clocks.png
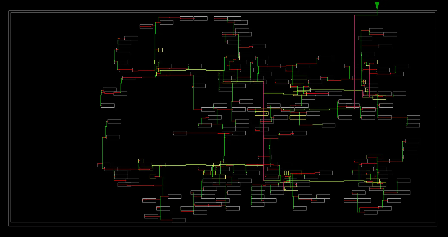
cell_density.png
(1 px per micron) 29 x 15 tiles, from dark purple (low) to yellow (high), 0 to 100% covered.
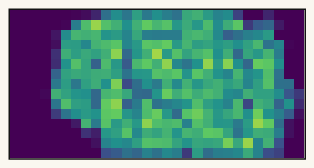
### config.mk
export PLATFORM = sky130hd
export DESIGN_NAME = ex_muldiv_flat
export DESIGN_NICKNAME = d
export VERILOG_FILES = /design/src/rtl/ex_muldiv_if.sv /design/src/rtl/ex_muldiv.sv /design/src/flat_wrapper.sv
export SDC_FILE = /design/constraint.sdc
export NUM_CORES = 1
export LEC_CHECK = 0
export CORE_ASPECT_RATIO = 0.5
export CORE_UTILIZATION = 35
export DETAILED_ROUTE_END_ITERATION = 10
export GPL_ROUTABILITY_DRIVEN = 0
export SLEW_MARGIN = 20
export SYNTH_ARGS = -nofsm -noshare
export SYNTH_HDL_FRONTEND = slang
export SYNTH_SLANG_ARGS = --single-unit
### constraint.sdc
create_clock -name clk -period 3.9 [get_ports clk]
set_input_delay 0.585 -clock clk [delete_from_list [all_inputs] [get_ports clk]]
set_output_delay 0.585 -clock clk [all_outputs]
set_load 0.01 [all_outputs]
### src/rtl/ex_muldiv_if.sv
// Handshake and result bundle between the execute stage and the multiply/divide unit.
// The pipeline side drives requests through master; the unit answers through slave.
interface ex_muldiv_if #(
    parameter int WIDTH = 32
);
    logic             start;
    logic [1:0]       op;
    logic [WIDTH-1:0] a;
    logic [WIDTH-1:0] b;
    logic             mthi;
    logic             mtlo;
    logic             flush;
    logic             busy;
    logic             done;
    logic             div_zero;
    logic [WIDTH-1:0] hi;
    logic [WIDTH-1:0] lo;

    modport master (
        output start, op, a, b, mthi, mtlo, flush,
        input  busy, done, div_zero, hi, lo
    );

    modport slave (
        input  start, op, a, b, mthi, mtlo, flush,
        output busy, done, div_zero, hi, lo
    );
endinterface

### src/rtl/ex_muldiv.sv
// Iterative MULT/MULTU/DIV/DIVU unit writing the HI/LO registers.
// Works on magnitudes for WIDTH cycles, then applies the result signs in a single fix-up cycle.
module ex_muldiv #(
    parameter int WIDTH = 32
) (
    input logic         clk,
    input logic         clr_n,
    ex_muldiv_if.slave  bus
);
    localparam int CW = $clog2(WIDTH);
    localparam logic [CW-1:0] LAST = CW'(WIDTH - 1);

    typedef enum logic [1:0] {
        IDLE,
        RUN,
        FIX
    } state_t;

    state_t state;
    state_t state_nxt;

    logic [2*WIDTH-1:0] acc;
    logic [WIDTH-1:0]   opb;
    logic [WIDTH-1:0]   hi_q;
    logic [WIDTH-1:0]   lo_q;
    logic [CW-1:0]      cnt;
    logic               is_div;
    logic               neg_q;
    logic               neg_r;
    logic               b_zero;
    logic               done_q;
    logic               dz_q;

    logic               a_neg;
    logic               b_neg;
    logic [WIDTH-1:0]   a_abs;
    logic [WIDTH-1:0]   b_abs;
    logic [WIDTH:0]     mul_sum;
    logic [WIDTH:0]     rem_sh;
    logic [WIDTH:0]     diff;
    logic               q_bit;
    logic [2*WIDTH-1:0] step;
    logic [2*WIDTH-1:0] prod;
    logic [WIDTH-1:0]   quot;
    logic [WIDTH-1:0]   rem;

    assign a_neg = bus.op[0] & bus.a[WIDTH-1];
    assign b_neg = bus.op[0] & bus.b[WIDTH-1];
    assign a_abs = a_neg ? -bus.a : bus.a;
    assign b_abs = b_neg ? -bus.b : bus.b;

    // Multiply keeps the multiplier in the low half; divide keeps the partial remainder in the high half.
    assign mul_sum = {1'b0, acc[2*WIDTH-1:WIDTH]} + {1'b0, (acc[0] ? opb : '0)};
    assign rem_sh  = {acc[2*WIDTH-1:WIDTH], acc[WIDTH-1]};
    assign diff    = rem_sh - {1'b0, opb};
    assign q_bit   = ~diff[WIDTH];
    assign step    = is_div ? {(q_bit ? diff[WIDTH-1:0] : rem_sh[WIDTH-1:0]), acc[WIDTH-2:0], q_bit}
                            : {mul_sum, acc[WIDTH-1:1]};

    assign prod = neg_q ? -acc : acc;
    assign quot = neg_q ? -acc[WIDTH-1:0] : acc[WIDTH-1:0];
    assign rem  = neg_r ? -acc[2*WIDTH-1:WIDTH] : acc[2*WIDTH-1:WIDTH];

    always_ff @(posedge clk or negedge clr_n) begin
        if (!clr_n) begin
            state <= IDLE;
        end else begin
            state <= state_nxt;
        end
    end

    always_comb begin
        state_nxt = state;
        case (state)
            IDLE: if (bus.start && !bus.flush) state_nxt = RUN;
            RUN: begin
                if (bus.flush) begin
                    state_nxt = IDLE;
                end else if (cnt == LAST) begin
                    state_nxt = FIX;
                end
            end
            FIX:     state_nxt = IDLE;
            default: state_nxt = IDLE;
        endcase
    end

    always_ff @(posedge clk or negedge clr_n) begin
        if (!clr_n) begin
            acc    <= '0;
            opb    <= '0;
            hi_q   <= '0;
            lo_q   <= '0;
            cnt    <= '0;
            is_div <= 1'b0;
            neg_q  <= 1'b0;
            neg_r  <= 1'b0;
            b_zero <= 1'b0;
            done_q <= 1'b0;
            dz_q   <= 1'b0;
        end else begin
            done_q <= 1'b0;
            case (state)
                IDLE: begin
                    // A start shadows any move issued in the same cycle, even when flush drops the start.
                    if (bus.start) begin
                        if (!bus.flush) begin
                            acc    <= {{WIDTH{1'b0}}, (bus.op[1] ? a_abs : b_abs)};
                            opb    <= bus.op[1] ? b_abs : a_abs;
                            cnt    <= '0;
                            is_div <= bus.op[1];
                            neg_q  <= (a_neg ^ b_neg) & ~(bus.op[1] & (bus.b == '0));
                            neg_r  <= a_neg;
                            b_zero <= (bus.b == '0);
                        end
                    end else begin
                        if (bus.mthi) hi_q <= bus.a;
                        if (bus.mtlo) lo_q <= bus.a;
                    end
                end
                RUN: begin
                    if (!bus.flush) begin
                        acc <= step;
                        cnt <= cnt + 1'b1;
                    end
                end
                FIX: begin
                    if (!bus.flush) begin
                        hi_q   <= is_div ? rem  : prod[2*WIDTH-1:WIDTH];
                        lo_q   <= is_div ? quot : prod[WIDTH-1:0];
                        dz_q   <= is_div & b_zero;
                        done_q <= 1'b1;
                    end
                end
                default: ;
            endcase
        end
    end

    assign bus.busy     = (state != IDLE);
    assign bus.done     = done_q;
    assign bus.div_zero = dz_q;
    assign bus.hi       = hi_q;
    assign bus.lo       = lo_q;
endmodule

### src/flat_wrapper.sv
// flat-port wrapper written by rule: the top's interface ports become plain ports
module ex_muldiv_flat 
#(
    parameter int WIDTH = 32
)
  (clk, clr_n, bus_start, bus_op, bus_a, bus_b, bus_mthi, bus_mtlo, bus_flush, bus_busy, bus_done, bus_div_zero, bus_hi, bus_lo);
  ex_muldiv_if #(.WIDTH(WIDTH)) bus_i ();
  input logic clk;
  input logic clr_n;
  input wire logic [$bits(bus_i.start)-1:0] bus_start;
  input wire logic [$bits(bus_i.op)-1:0] bus_op;
  input wire logic [$bits(bus_i.a)-1:0] bus_a;
  input wire logic [$bits(bus_i.b)-1:0] bus_b;
  input wire logic [$bits(bus_i.mthi)-1:0] bus_mthi;
  input wire logic [$bits(bus_i.mtlo)-1:0] bus_mtlo;
  input wire logic [$bits(bus_i.flush)-1:0] bus_flush;
  output wire logic [$bits(bus_i.busy)-1:0] bus_busy;
  output wire logic [$bits(bus_i.done)-1:0] bus_done;
  output wire logic [$bits(bus_i.div_zero)-1:0] bus_div_zero;
  output wire logic [$bits(bus_i.hi)-1:0] bus_hi;
  output wire logic [$bits(bus_i.lo)-1:0] bus_lo;
  assign bus_i.start = bus_start;
  assign bus_i.op = bus_op;
  assign bus_i.a = bus_a;
  assign bus_i.b = bus_b;
  assign bus_i.mthi = bus_mthi;
  assign bus_i.mtlo = bus_mtlo;
  assign bus_i.flush = bus_flush;
  assign bus_busy = bus_i.busy;
  assign bus_done = bus_i.done;
  assign bus_div_zero = bus_i.div_zero;
  assign bus_hi = bus_i.hi;
  assign bus_lo = bus_i.lo;
  ex_muldiv #(.WIDTH(WIDTH)) u_core (.clk(clk), .clr_n(clr_n), .bus(bus_i));
endmodule
==> results.ini <==
[status]
status = completed

[logic_synthesis]
ys_sh_adder_pct = 6.118
synthTopLogicFamily = AND-OR/OR-AND gates
synth-async-reset-ratio_pct = 100.0
yosysWarnings = 0
ys_sh_simple_pct = 19.63
synth_cells = 1939
synth_cell_types = 75
synth-xor-area-share_pct = 9.069
synth_seq_share_pct = 28.92
ys_cells = 1939
aoi_share_pct = 27.17
edf_count = 0
ys_area_sq_um = 14970
top_cell_area_share_pct = 28.92
avgSynthCellArea_sq_um = 7.720
numSynthFlops = 173
yosys.area.top_type = dfrtp_1
synthesis.nets = 2083
ff_type = dfrtp_1

[pwr]
p_leak_nw = 7.635
seqPwrFrac_pct = 24.9
cellPowerDensity_nw_per_um2 = 615.5
p_switching_mw = 5.146
switching_share_pct = 46.28
p_int_mw = 5.972
ir_drop_uv = 370.1
pwr-share-comb_pct = 57.8
clockPowerShare_pct = 17.2

[critical_path]
critPathLaunch = u_core.acc[0]
arrival_ns = 4.11
r2r_cells = 14
crit_slowest_cell = or4_1
critPathBufInv = 2
setup.worst_path.class = reg2reg
path_depth = 14
r2r-start = u_core.acc[0]
worstPathCellList = buf_4, and2_1, ha_1, inv_1, fa_1, nand2b_1, a211oi_1, o211ai_1, a31o_2, a21oi_1, o221ai_2, or4_1, a32oi_1, o31a_1
r2r_end = u_core.acc[63]
cp.required_ns = 4.29
crit_end = u_core.acc[63]
cp_max_fo = 3
cp_top_family = AND-OR/OR-AND gates
cpPeakStageDelay_ns = 0.51
crit_path_start_kind = flop
critPathCaptureType = flop
r2r_slack_ns = 0.18

[timing]
setup_viol = 0
fin_crit_ns = 3.722
clock.fmax_mhz = 268.7
slew_viol_final = 0
rsz0062_at_grt = false
tns_ns = 0
max-slew-margin-rel_pct = 31.14
fin_crit_sh_pct = 95.42
hold_viol = 0
skew_ns = 0.01048
worst_pin_slew_ns = 1.033

[clocking]
clockRootBuffer = clkbuf_16
cts_max_level = 4
numCtsBuffers = 17
cts_tree = yes
clkSinkCount = 173
cts_buffer_depth = 2
clkTransAtPathRegs_ns = 0.07

[drt]
first_iter_violations = 1814
viasPerCell = 5.751
ant_nets = 0
num_vias = 15320
remaining_drc_errors = 0
routed_wl_microns = 57580
drtPass1Iterations = 6
wl_per_cell_microns = 21.61

[die]
die_h_microns = 148.2
dieArea_sq_um = 43650
die_width_microns = 294.5
rows = 53

[finish]
syn_to_final_growth_pct = 20.66
nFillCells = 4272
antennaDiodeCount = 0
lay_top_count = a21oi_1
fin_nets = 2218
most-common-layout-cells = a21oi_1 (212), nor2_1 (211), nand2_1 (196)
seq_area_sq_um = 4330
drive_gt1_share_pct = 8.385

[grt]
grt_pass1_wl_microns = 86330
grt-ovfl-total = 0
grt_pass1_vias = 13883
grt_max_degree = 95
antenna_found_initial = 0
grtUsageTotal_pct = 26.12

[job]
warnings = 26
maxCapViolCount = 0

[place]
dp_hpwl_microns = 45170
io_buffers = 138

[worst_hold_path]
hold_path_class = in2async

About clocks.png:
Seq cells: 173
clk_lat worst skew: 0.46 ns
clock buf count: 20

About cell_density.png:
5.1% of the tiles are over 75% full. The mean over all tiles is 40%. The emptiest ninth of the die: lower left. The fullest tile reaches 86%. 24% of the tiles are nearly empty.
Finished Core Util: 42.96%
fp_density: 35.61%
core box area: 42040 sq um

[logic make-up (layout without fill, tap and decap cells)]
logic type / after synthesis / after routing
flip-flops: 173 / 173
adder cells (fa/ha/maj): 72 / 72
multiplexers: 68 / 68
AND/OR/NAND/NOR: 632 / 632
AND-OR/OR-AND: 663 / 663
buffers and inverters: 176 / 324
XOR/XNOR: 155 / 155
[power groups by stage]
stage               registers [mW]  clock network [mW]  logic (mW)
floorplan                     2.70                   0        4.12
global placement              2.78                   0        6.27
detailed placement            2.79                   0        6.27
CTS                           2.76                1.93        6.31
global route                  2.81                2.01        6.99
finish                        2.77                1.92        6.43
[cell type report]
type,instances,area share [%]
well taps,577,3.997
clock buffers,20,2.473
repair buffers,234,11.76
flip-flops and latches,173,23.97
clock inverters,12,1.025
multi-input cells,1590,55.57
inverters,58,1.205
[registers in the layout (all words and copies together) (netlist names)]
signal               cells
u_core.is_div            1
u_core.state             2
u_core.neg_r             1
u_core.b_zero            1
u_core.bus.hi           32
u_core.opb              32
u_core.cnt               5
u_core.bus.lo           32
u_core.bus.div_zero      1
u_core.neg_q             1
u_core.bus.done          1
u_core.acc              64
[cells in the mapped netlist, drive strengths merged (24+ instances only)]
| master | instances |
|---|---|
| nand2 | 197 |
| nand3 | 33 |
| inv | 58 |
| nor2 | 213 |
| ha | 70 |
| o211ai | 29 |
| nor3 | 27 |
| xor2 | 80 |
| mux2i | 55 |
| a21oi | 214 |
| dfrtp | 173 |
| a21o | 34 |
| o21ai | 193 |
| xnor2 | 75 |
| clkbuf | 105 |
| or3 | 24 |
| o31ai | 40 |
[per-stage QoR]
| stage | setup slack (ns) | util, % | total power, mW | std cells | cell area, sq um |
|---|---|---|---|---|---|
| after global routing | 0.05782 | 42.96 | 11.81 | 2664 | 18060 |
| after detailed placement | 0.2349 | 41.41 | 9.057 | 2632 | 17410 |
| final | 0.1784 | 42.96 | 11.12 | 2664 | 18060 |
| after CTS | 0.1724 | 42.91 | 11.00 | 2664 | 18040 |
| after floorplan | 0.5231 | - | 6.811 | 1939 | 14970 |
| after global placement | 0.2282 | 41.41 | 9.050 | 2632 | 17410 |
[worst min path at each step]
stage                      startpoint           endpoint  slack, ns  cells after the start
floorplan                       clr_n      u_core.acc[0]       0.29                      0
global route                    clr_n     u_core.acc[11]       0.18                      1
detailed placement  u_core.bus.lo[28]  u_core.bus.lo[28]       0.47                      2
global placement    u_core.bus.lo[21]  u_core.bus.lo[21]       0.46                      2
finish                          clr_n     u_core.acc[11]       0.12                      1
CTS                             clr_n     u_core.acc[11]       0.16                      1
[per-layer routing]
layer	wire length [microns]	up-vias	GRT usage [%]
li1	-	7271	-
met1	26990	7433	38.72
met2	25520	564	39.85
met3	4297	52	4.617
met4	766	0	4.349
met5	0	-	0
[what timing repair did]
item                       4_1_cts  5_1_grt
setup buffers                    0        0
setup endpoints to repair        0        2
resized                          0        5
No activity file was given, so power comes from the tool's default toggle rates.
